==> run_1/logic_types.png <==
Scale bar: 50 µm.
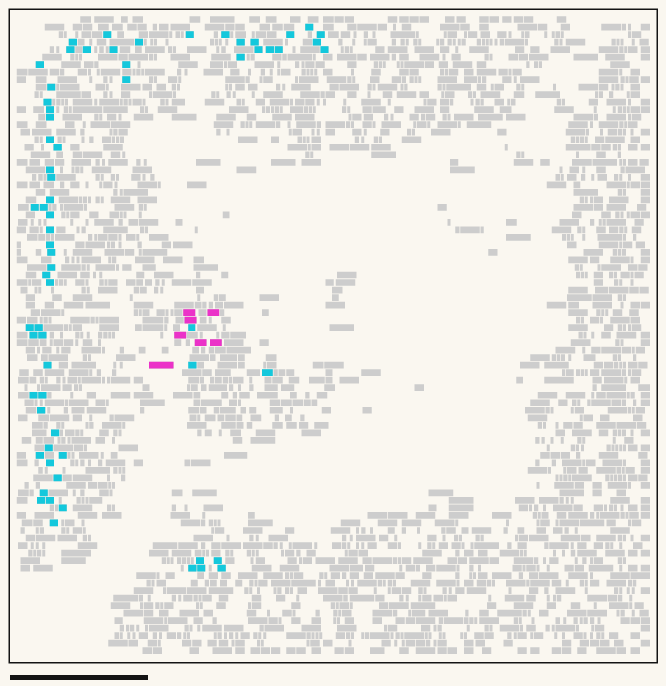
==> run_1/placement_by_type.png <==
Scale bar: 50 µm.
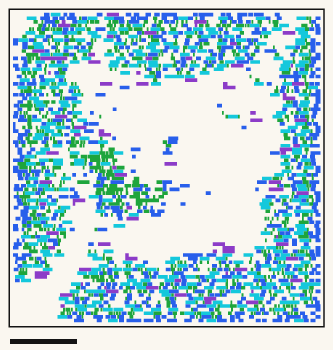
==> run_1/flops_by_reg.png <==
Scale bar: 50 µm.
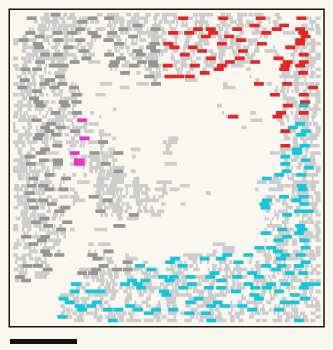
<file path="src/rtl/ascon_stream_ctrl_if.sv">
`default_nettype none
// ============================================================================
// ascon_stream_ctrl_if : command, plaintext/ciphertext stream and core bundle
// Revision: 1.0
// ============================================================================
interface ascon_stream_ctrl_if;
    logic         start_i;
    logic [4:0]   nb_blocks_i;
    logic [63:0]  da_i;
    logic [63:0]  pt_data_i;
    logic         pt_valid_i;
    logic         pt_ready_o;
    logic [63:0]  ct_data_o;
    logic         ct_valid_o;
    logic         ct_ready_i;
    logic [127:0] tag_o;
    logic         done_o;
    logic         busy_o;
    logic         init_o;
    logic         associate_data_o;
    logic         finalisation_o;
    logic         data_valid_o;
    logic [63:0]  data_o;
    logic         end_initialisation_i;
    logic         end_associate_i;
    logic         cipher_valid_i;
    logic         end_cipher_i;
    logic         end_tag_i;
    logic [63:0]  cipher_i;
    logic [127:0] core_tag_i;

    modport slave (
        input  start_i, nb_blocks_i, da_i, pt_data_i, pt_valid_i, ct_ready_i,
        input  end_initialisation_i, end_associate_i, cipher_valid_i,
        input  end_cipher_i, end_tag_i, cipher_i, core_tag_i,
        output pt_ready_o, ct_data_o, ct_valid_o, tag_o, done_o, busy_o,
        output init_o, associate_data_o, finalisation_o, data_valid_o, data_o
    );

    modport master (
        output start_i, nb_blocks_i, da_i, pt_data_i, pt_valid_i, ct_ready_i,
        output end_initialisation_i, end_associate_i, cipher_valid_i,
        output end_cipher_i, end_tag_i, cipher_i, core_tag_i,
        input  pt_ready_o, ct_data_o, ct_valid_o, tag_o, done_o, busy_o,
        input  init_o, associate_data_o, finalisation_o, data_valid_o, data_o
    );
endinterface
`default_nettype wire

</file>
<file path="src/rtl/ascon_stream_ctrl.sv">
`default_nettype none
// ============================================================================
// ascon_stream_ctrl : sequences one AEAD message (init, AD, PT blocks, final)
// Revision: 1.0
// ============================================================================
module ascon_stream_ctrl #(
    parameter int MAX_BLOCKS = 23
) (
    input  wire logic          clock_i,
    input  wire logic          reset_i,
    ascon_stream_ctrl_if.slave bus
);
    localparam int KW = $clog2(MAX_BLOCKS + 1);

    typedef enum logic [3:0] {
        S_IDLE       = 4'd0,
        S_INIT       = 4'd1,
        S_AD         = 4'd2,
        S_PT_WAIT    = 4'd3,
        S_PT_ISSUE   = 4'd4,
        S_CT_HOLD    = 4'd5,
        S_FINAL_WAIT = 4'd6,
        S_FINAL      = 4'd7,
        S_FINAL_HOLD = 4'd8,
        S_DONE       = 4'd9
    } state_t;

    state_t         state_q, state_d;
    logic [KW-1:0]  k_q, k_d;
    logic [KW-1:0]  n_q, n_d;
    logic [63:0]    da_q, da_d;
    logic [63:0]    buf_q, buf_d;
    logic [63:0]    ct_q, ct_d;
    logic [127:0]   tag_q, tag_d;

    logic [KW-1:0]  n_start;
    logic [KW-1:0]  n_last;
    logic           pt_ready;
    logic           ct_valid;
    logic           done;
    logic           init;
    logic           assoc;
    logic           fin;
    logic           dvalid;
    logic [63:0]    data;
    logic           unused_end_cipher;

    // end_cipher_i carries no sequencing information for this controller
    assign unused_end_cipher = bus.end_cipher_i;

    always_comb begin
        if (bus.nb_blocks_i == 5'd0) begin
            n_start = KW'(1);
        end else if (32'(bus.nb_blocks_i) > 32'(MAX_BLOCKS)) begin
            n_start = KW'(MAX_BLOCKS);
        end else begin
            n_start = KW'(bus.nb_blocks_i);
        end
    end

    assign n_last = n_q - KW'(1);

    always_comb begin
        state_d  = state_q;
        k_d      = k_q;
        n_d      = n_q;
        da_d     = da_q;
        buf_d    = buf_q;
        ct_d     = ct_q;
        tag_d    = tag_q;
        pt_ready = 1'b0;
        ct_valid = 1'b0;
        done     = 1'b0;
        init     = 1'b0;
        assoc    = 1'b0;
        fin      = 1'b0;
        dvalid   = 1'b0;
        data     = 64'd0;
        case (state_q)
            S_IDLE: begin
                if (bus.start_i) begin
                    n_d     = n_start;
                    da_d    = bus.da_i;
                    k_d     = '0;
                    state_d = S_INIT;
                end
            end
            S_INIT: begin
                init = 1'b1;
                if (bus.end_initialisation_i) state_d = S_AD;
            end
            S_AD: begin
                assoc  = 1'b1;
                dvalid = 1'b1;
                data   = da_q;
                if (bus.end_associate_i) state_d = S_PT_WAIT;
            end
            S_PT_WAIT, S_FINAL_WAIT: begin
                pt_ready = 1'b1;
                if (bus.pt_valid_i) begin
                    buf_d   = bus.pt_data_i;
                    state_d = (k_q < n_last) ? S_PT_ISSUE : S_FINAL;
                end
            end
            S_PT_ISSUE: begin
                dvalid = 1'b1;
                data   = buf_q;
                if (bus.cipher_valid_i) begin
                    ct_d    = bus.cipher_i;
                    k_d     = k_q + KW'(1);
                    state_d = S_CT_HOLD;
                end
            end
            S_CT_HOLD: begin
                ct_valid = 1'b1;
                // the last block of a multi-block message waits in FINAL_WAIT
                if (bus.ct_ready_i) state_d = (k_q == n_last) ? S_FINAL_WAIT : S_PT_WAIT;
            end
            S_FINAL: begin
                fin    = 1'b1;
                dvalid = 1'b1;
                data   = buf_q;
                if (bus.end_tag_i) begin
                    ct_d    = bus.cipher_i;
                    tag_d   = bus.core_tag_i;
                    state_d = S_FINAL_HOLD;
                end
            end
            S_FINAL_HOLD: begin
                ct_valid = 1'b1;
                if (bus.ct_ready_i) state_d = S_DONE;
            end
            S_DONE: begin
                done    = 1'b1;
                state_d = S_IDLE;
            end
            default: state_d = S_IDLE;
        endcase
    end

    always_ff @(posedge clock_i) begin
        if (reset_i) begin
            state_q <= S_IDLE;
            k_q     <= '0;
            n_q     <= '0;
            da_q    <= 64'd0;
            buf_q   <= 64'd0;
            ct_q    <= 64'd0;
            tag_q   <= 128'd0;
        end else begin
            state_q <= state_d;
            k_q     <= k_d;
            n_q     <= n_d;
            da_q    <= da_d;
            buf_q   <= buf_d;
            ct_q    <= ct_d;
            tag_q   <= tag_d;
        end
    end

    assign bus.pt_ready_o       = pt_ready;
    assign bus.ct_valid_o       = ct_valid;
    assign bus.ct_data_o        = ct_q;
    assign bus.tag_o            = tag_q;
    assign bus.done_o           = done;
    assign bus.busy_o           = (state_q != S_IDLE);
    assign bus.init_o           = init;
    assign bus.associate_data_o = assoc;
    assign bus.finalisation_o   = fin;
    assign bus.data_valid_o     = dvalid;
    assign bus.data_o           = data;
endmodule
`default_nettype wire

</file>
<file path="src/flat_wrapper.sv">
// flat-port wrapper written by rule: the top's interface ports become plain ports
module ascon_stream_ctrl_flat 
#(
    parameter int MAX_BLOCKS = 23
)
  (clock_i, reset_i, bus_start_i, bus_nb_blocks_i, bus_da_i, bus_pt_data_i, bus_pt_valid_i, bus_ct_ready_i, bus_end_initialisation_i, bus_end_associate_i, bus_cipher_valid_i, bus_end_cipher_i, bus_end_tag_i, bus_cipher_i, bus_core_tag_i, bus_pt_ready_o, bus_ct_data_o, bus_ct_valid_o, bus_tag_o, bus_done_o, bus_busy_o, bus_init_o, bus_associate_data_o, bus_finalisation_o, bus_data_valid_o, bus_data_o);
  ascon_stream_ctrl_if bus_i ();
  input  wire logic clock_i;
  input  wire logic reset_i;
  input wire logic [$bits(bus_i.start_i)-1:0] bus_start_i;
  input wire logic [$bits(bus_i.nb_blocks_i)-1:0] bus_nb_blocks_i;
  input wire logic [$bits(bus_i.da_i)-1:0] bus_da_i;
  input wire logic [$bits(bus_i.pt_data_i)-1:0] bus_pt_data_i;
  input wire logic [$bits(bus_i.pt_valid_i)-1:0] bus_pt_valid_i;
  input wire logic [$bits(bus_i.ct_ready_i)-1:0] bus_ct_ready_i;
  input wire logic [$bits(bus_i.end_initialisation_i)-1:0] bus_end_initialisation_i;
  input wire logic [$bits(bus_i.end_associate_i)-1:0] bus_end_associate_i;
  input wire logic [$bits(bus_i.cipher_valid_i)-1:0] bus_cipher_valid_i;
  input wire logic [$bits(bus_i.end_cipher_i)-1:0] bus_end_cipher_i;
  input wire logic [$bits(bus_i.end_tag_i)-1:0] bus_end_tag_i;
  input wire logic [$bits(bus_i.cipher_i)-1:0] bus_cipher_i;
  input wire logic [$bits(bus_i.core_tag_i)-1:0] bus_core_tag_i;
  output wire logic [$bits(bus_i.pt_ready_o)-1:0] bus_pt_ready_o;
  output wire logic [$bits(bus_i.ct_data_o)-1:0] bus_ct_data_o;
  output wire logic [$bits(bus_i.ct_valid_o)-1:0] bus_ct_valid_o;
  output wire logic [$bits(bus_i.tag_o)-1:0] bus_tag_o;
  output wire logic [$bits(bus_i.done_o)-1:0] bus_done_o;
  output wire logic [$bits(bus_i.busy_o)-1:0] bus_busy_o;
  output wire logic [$bits(bus_i.init_o)-1:0] bus_init_o;
  output wire logic [$bits(bus_i.associate_data_o)-1:0] bus_associate_data_o;
  output wire logic [$bits(bus_i.finalisation_o)-1:0] bus_finalisation_o;
  output wire logic [$bits(bus_i.data_valid_o)-1:0] bus_data_valid_o;
  output wire logic [$bits(bus_i.data_o)-1:0] bus_data_o;
  assign bus_i.start_i = bus_start_i;
  assign bus_i.nb_blocks_i = bus_nb_blocks_i;
  assign bus_i.da_i = bus_da_i;
  assign bus_i.pt_data_i = bus_pt_data_i;
  assign bus_i.pt_valid_i = bus_pt_valid_i;
  assign bus_i.ct_ready_i = bus_ct_ready_i;
  assign bus_i.end_initialisation_i = bus_end_initialisation_i;
  assign bus_i.end_associate_i = bus_end_associate_i;
  assign bus_i.cipher_valid_i = bus_cipher_valid_i;
  assign bus_i.end_cipher_i = bus_end_cipher_i;
  assign bus_i.end_tag_i = bus_end_tag_i;
  assign bus_i.cipher_i = bus_cipher_i;
  assign bus_i.core_tag_i = bus_core_tag_i;
  assign bus_pt_ready_o = bus_i.pt_ready_o;
  assign bus_ct_data_o = bus_i.ct_data_o;
  assign bus_ct_valid_o = bus_i.ct_valid_o;
  assign bus_tag_o = bus_i.tag_o;
  assign bus_done_o = bus_i.done_o;
  assign bus_busy_o = bus_i.busy_o;
  assign bus_init_o = bus_i.init_o;
  assign bus_associate_data_o = bus_i.associate_data_o;
  assign bus_finalisation_o = bus_i.finalisation_o;
  assign bus_data_valid_o = bus_i.data_valid_o;
  assign bus_data_o = bus_i.data_o;
  ascon_stream_ctrl #(.MAX_BLOCKS(MAX_BLOCKS)) u_core (.clock_i(clock_i), .reset_i(reset_i), .bus(bus_i));
endmodule
</file>
<file path="config.mk">
export PLATFORM = sky130hd
export DESIGN_NAME = ascon_stream_ctrl_flat
export DESIGN_NICKNAME = d
export VERILOG_FILES = /design/src/rtl/ascon_stream_ctrl_if.sv /design/src/rtl/ascon_stream_ctrl.sv /design/src/flat_wrapper.sv
export SDC_FILE = /design/constraint.sdc
export NUM_CORES = 1
export LEC_CHECK = 0
export CORE_AREA = 2 2 232 234
export CTS_CLUSTER_DIAMETER = 50
export DETAILED_ROUTE_END_ITERATION = 10
export DIE_AREA = 0 0 234 236
export GPL_ROUTABILITY_DRIVEN = 0
export SLEW_MARGIN = 10
export SYNTH_ARGS = -nofsm -noshare
export SYNTH_HDL_FRONTEND = slang
export SYNTH_SLANG_ARGS = --single-unit
export TNS_END_PERCENT = 100
</file>
<file path="constraint.sdc">
create_clock -name clock_i -period 2.11 [get_ports clock_i]
set_clock_uncertainty 0.05 [all_clocks]
set_input_delay 0.422 -clock clock_i [delete_from_list [all_inputs] [get_ports clock_i]]
set_output_delay 0.422 -clock clock_i [all_outputs]
set_load 0.02 [all_outputs]
</file>
==> notes.md, run 1 <==
impl run done, here's what came out: outcome finished with violations, failing checks negative setup slack, Hold Buf Count CTS 0, Post-Synth Adder-Cell Area 0.00696, antenna violations before repair 5, FF+latch count, synth 334, ys async rst share 0, most frequent cell after synthesis nand2_1, GRT met2 Usage 0.294, num ports 599, total track usage 0.170, NonClk Buf Share 0.328, Syn Std Cell Area 0.0126 mm², Ys Warns 0, Final period util 1.21, post-synthesis mux area share 0.00328, Worst VDD drop 582 µV, FP Util 0.237, Critical Path End bus_data_o[18], slowest stage cell, crit path dfxtp_2, crit path DRT 1.64 ns, Crit path max-delay family buffers and inverters, Die Area 0.0552 mm², Floorplan Nets 1938, Most Used Layer, Global Route met2, max reg flops 128, Tot Pwr 18400 µW, Seq/Total Area, Yosys 0.532, Post-CTS Resized 344, TNS Setup -21.92 ns, chip height 236 µm, antenna fix cells 0, drt pass-1 iters 5, NetSw 5060 µW, max-cap viol count 0, OpenROAD warning count 29, Non-Clock Buffer Count 684, reg2reg path depth 10, Final Setup Violations 69, clock buf count 62, Top cell excl fill/tap nand2_1, Detail Route Antenna Nets 0, top comb family, area simple AND/OR/NAND/NOR gates, met2 WL post-DR 24800 µm, Hold Violations, Final 0, non-clock inverter count in the final layout 5, Top Layout Cells nand2_1 (648), clkdlybuf4s50_1 (520), a21oi_1 (331), Yosys cell types 48, TritonCTS Buffers 46, routed wire length 50800 µm, Leak 0.00775 µW, Metal-1 WL 19600 µm, cell type with the largest total area dfxtp_1, Simple Share, Synth 0.218, P_comb 3670 µW, I/O Buffers 597, fillers 5242, Crit. Startpoint u_core.state_q[1], Internal Power 13400 µW, DRT iter0 DRCs 606, ys cells 1596, dominant register cell dfxtp_1, placed wire-length estimate 35800 µm, Top class by area buffers, Peak Freq 0.392 GHz, average size of a mapped cell 7.88 µm², final setup margin -0.440 ns
-- logic_types.png (at the start) --
colour	family	cells	most used
magenta	fa/ha/maj cells	7	ha_1
cyan	non-inverting ao/oa cells	67	a22o_1
fin cells: 2931
logic share of the area: 0.251

-- placement_by_type.png (at the start) --
colour	class	cells	share of their area
cyan	sequential cells	334	32%
purple	clock drivers and dummy loads	82	7.5%
green	combinational and other logic	1135	26%
blue	remaining buffers and delay cells	684	34%
final core utilization: 0.410
design area: 0.0218 mm²
Seq/total area: 0.308
Cell Rows: 85

-- flops_by_reg.png (at the start) --
colour	name in the netlist	sequential cells
cyan	u_core.bus.tag_o	128
magenta	u_core.n_q	5
red	u_core.bus.ct_data_o	64
not coloured	137
Seq. pwr: 6890 µW
sequential cell area: 0.00669 mm²

==> run_1/sizes.png <==
Scale bar: 50 µm.
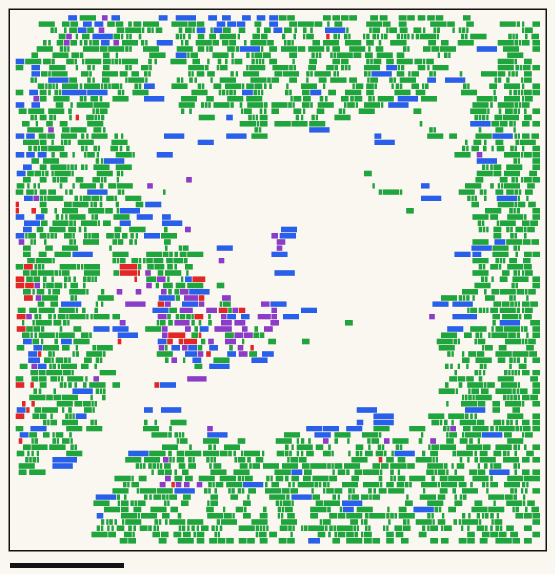

## Run 2: what changed since run 1
ABC_CLOCK_PERIOD_IN_PS = 2110   (was default)
CORE_AREA = 8 8 225 227   (was 2 2 232 234)
DIE_AREA = 0 0 233 235   (was 0 0 234 236)
==> run_2/sizes.png <==
Scale bar: 50 µm.
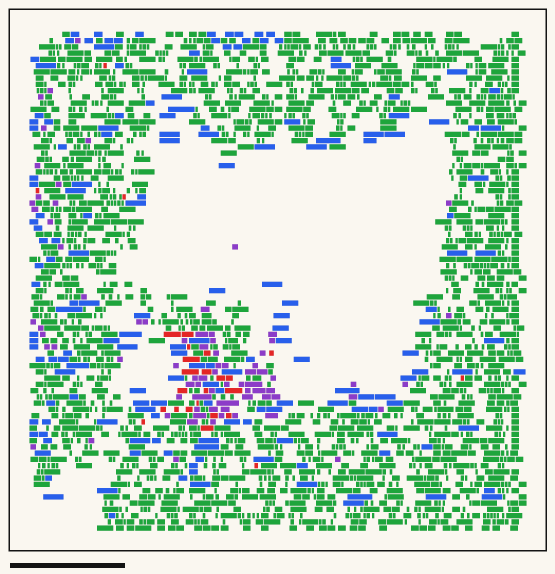
colour	size	cells	share
blue	_6 and larger	173	7.8%
red	_2 cells	26	1.2%
purple	_3 and _4 cells	78	3.5%
green	_0 and _1 cells	1955	88%
Non-Clock Buffer Count: 682
design area: 0.0218 mm²
final setup margin: -0.436 ns
Layout area overhead: 73.0%

==> run 2 against run 1 <==
Effect of this change: the flow still finishes with violations (negative setup slack); clock power hardly changed; global-route usage grew 1.6 points; sequential cell count stayed put; register-to-register slack worse by 0.02 ns; first-iteration DRC count increased by 10%; sequential power barely moved; synthesized area stayed put; critical path depth stayed put; final area about the same; combinational power grew 2%; synthesized cell count stayed put; critical endpoint is now bus_data_o[33]; highest routed layer unchanged.
==> notes.md, run 2 <==
impl run done, here's what came out: outcome finished with violations, failing checks negative setup slack, Critical Path AT 2.07 ns, WHS Endpoint u_core.bus.tag_o[34], total track usage 0.185 (+0.0156), Detail Route Antenna Nets 0 (unchanged), Final period util 1.21 (-0.00180), top comb family, area simple AND/OR/NAND/NOR gates, sequential cell area 0.00670 mm² (about the same), Syn Std Cell Area 0.0126 mm² (unchanged), reg2reg path depth 9 (-1), Peak Freq 0.393 GHz (+0.15%), Seq/total area 0.308 (about the same), Ys Warns 0 (unchanged), Seq/Total Area, Yosys 0.532 (unchanged), max-cap viol count 0 (unchanged), fin cells 2853 (-2.7%), ys async rst share 0 (unchanged), Most Used Layer, Global Route met2, NetSw 5000 µW (-1.2%), Leak 0.00782 µW (+0.94%), dominant register cell dfxtp_1, Top cell excl fill/tap nand2_1, Yosys cell types 48 (unchanged), FP Util 0.267 (+0.0298), Hold Violations, Final 0 (unchanged), placed wire-length estimate 39900 µm (+12%), XORs/XNORs by Area 0.00418, yosys stat chip area 0.0126 mm², slowest stage cell, crit path dfxtp_4, clock buf count 63 (+1.6%), crit path DRT 1.64 ns (about the same), Internal Power 13500 µW (+0.90%), crit path max fanout 7, P_comb 3730 µW (+2%), Die Area 0.0548 mm² (-0.85%), routed wire length 54700 µm (+7.6%), Post-CTS Resized 373 (+8.4%), post-synthesis mux area share 0.00328 (unchanged), drt pass-1 iters 5 (unchanged), Crit. Startpoint u_core.state_q[0], most frequent cell after synthesis nand2_1, Final Setup Violations 68 (-1.4%), Critical Path End bus_data_o[33], antenna fix cells 6 (+6), Top class by area buffers, num ports 599 (unchanged), post-synthesis cell count 1596, crit-path cells xor2_1, nor3b_2, buf_6, buf_12, buf_16, buf_12, a22o_1, buf_6, Top power group the clock network, antenna violations before repair 11 (+6), vias per inst 4.62, final core utilization 0.462 (+0.0516), max reg flops 128 (unchanged), Simple Share, Synth 0.218 (unchanged), Tot Pwr 18500 µW (+0.32%), Floorplan Nets 1938 (unchanged), FF+latch count, synth 334 (unchanged), top routing layer in use met5, Seq. pwr 6880 µW (about the same), complex-gate fraction of the synthesized area 0.189, pwr dens 850 mW/mm², OpenROAD warning count 29 (unchanged), Worst VDD drop 639 µV (+9.9%), Metal-1 WL 20700 µm (+5.8%), first-pass GRT wire length 79600 µm, I/O Buffers 597 (unchanged), ys cells 1596 (unchanged), logic share of the area 0.252 (+0.000734), Crit path max-delay family buffers and inverters, TritonCTS Buffers 45 (-2.2%), cell type with the largest total area dfxtp_1, max-slew violations 0, Layout clock area frac 0.0724, met2 WL post-DR 26900 µm (+8.6%), NonClk Buf Share 0.331 (+0.00301), chip height 235 µm (-0.42%), Top Layout Cells nand2_1 (648), clkdlybuf4s50_1 (518), a21oi_1 (330), non-clock inverter count in the final layout 5 (unchanged), fillers 4548 (-13%), Post-Synth Adder-Cell Area 0.00696 (unchanged), TNS Setup -24.66 ns (-2.74 ns), Cell Rows 80 (-5.9%), GRT met2 Usage 0.321 (+0.0274), final setup margin -0.436 ns (+0.00379 ns), average size of a mapped cell 7.88 µm² (unchanged), Hold Buf Count CTS 0 (unchanged), DRT iter0 DRCs 667 (+10%)
Power figures rest on the tool's default switching activity, not on a simulated workload.
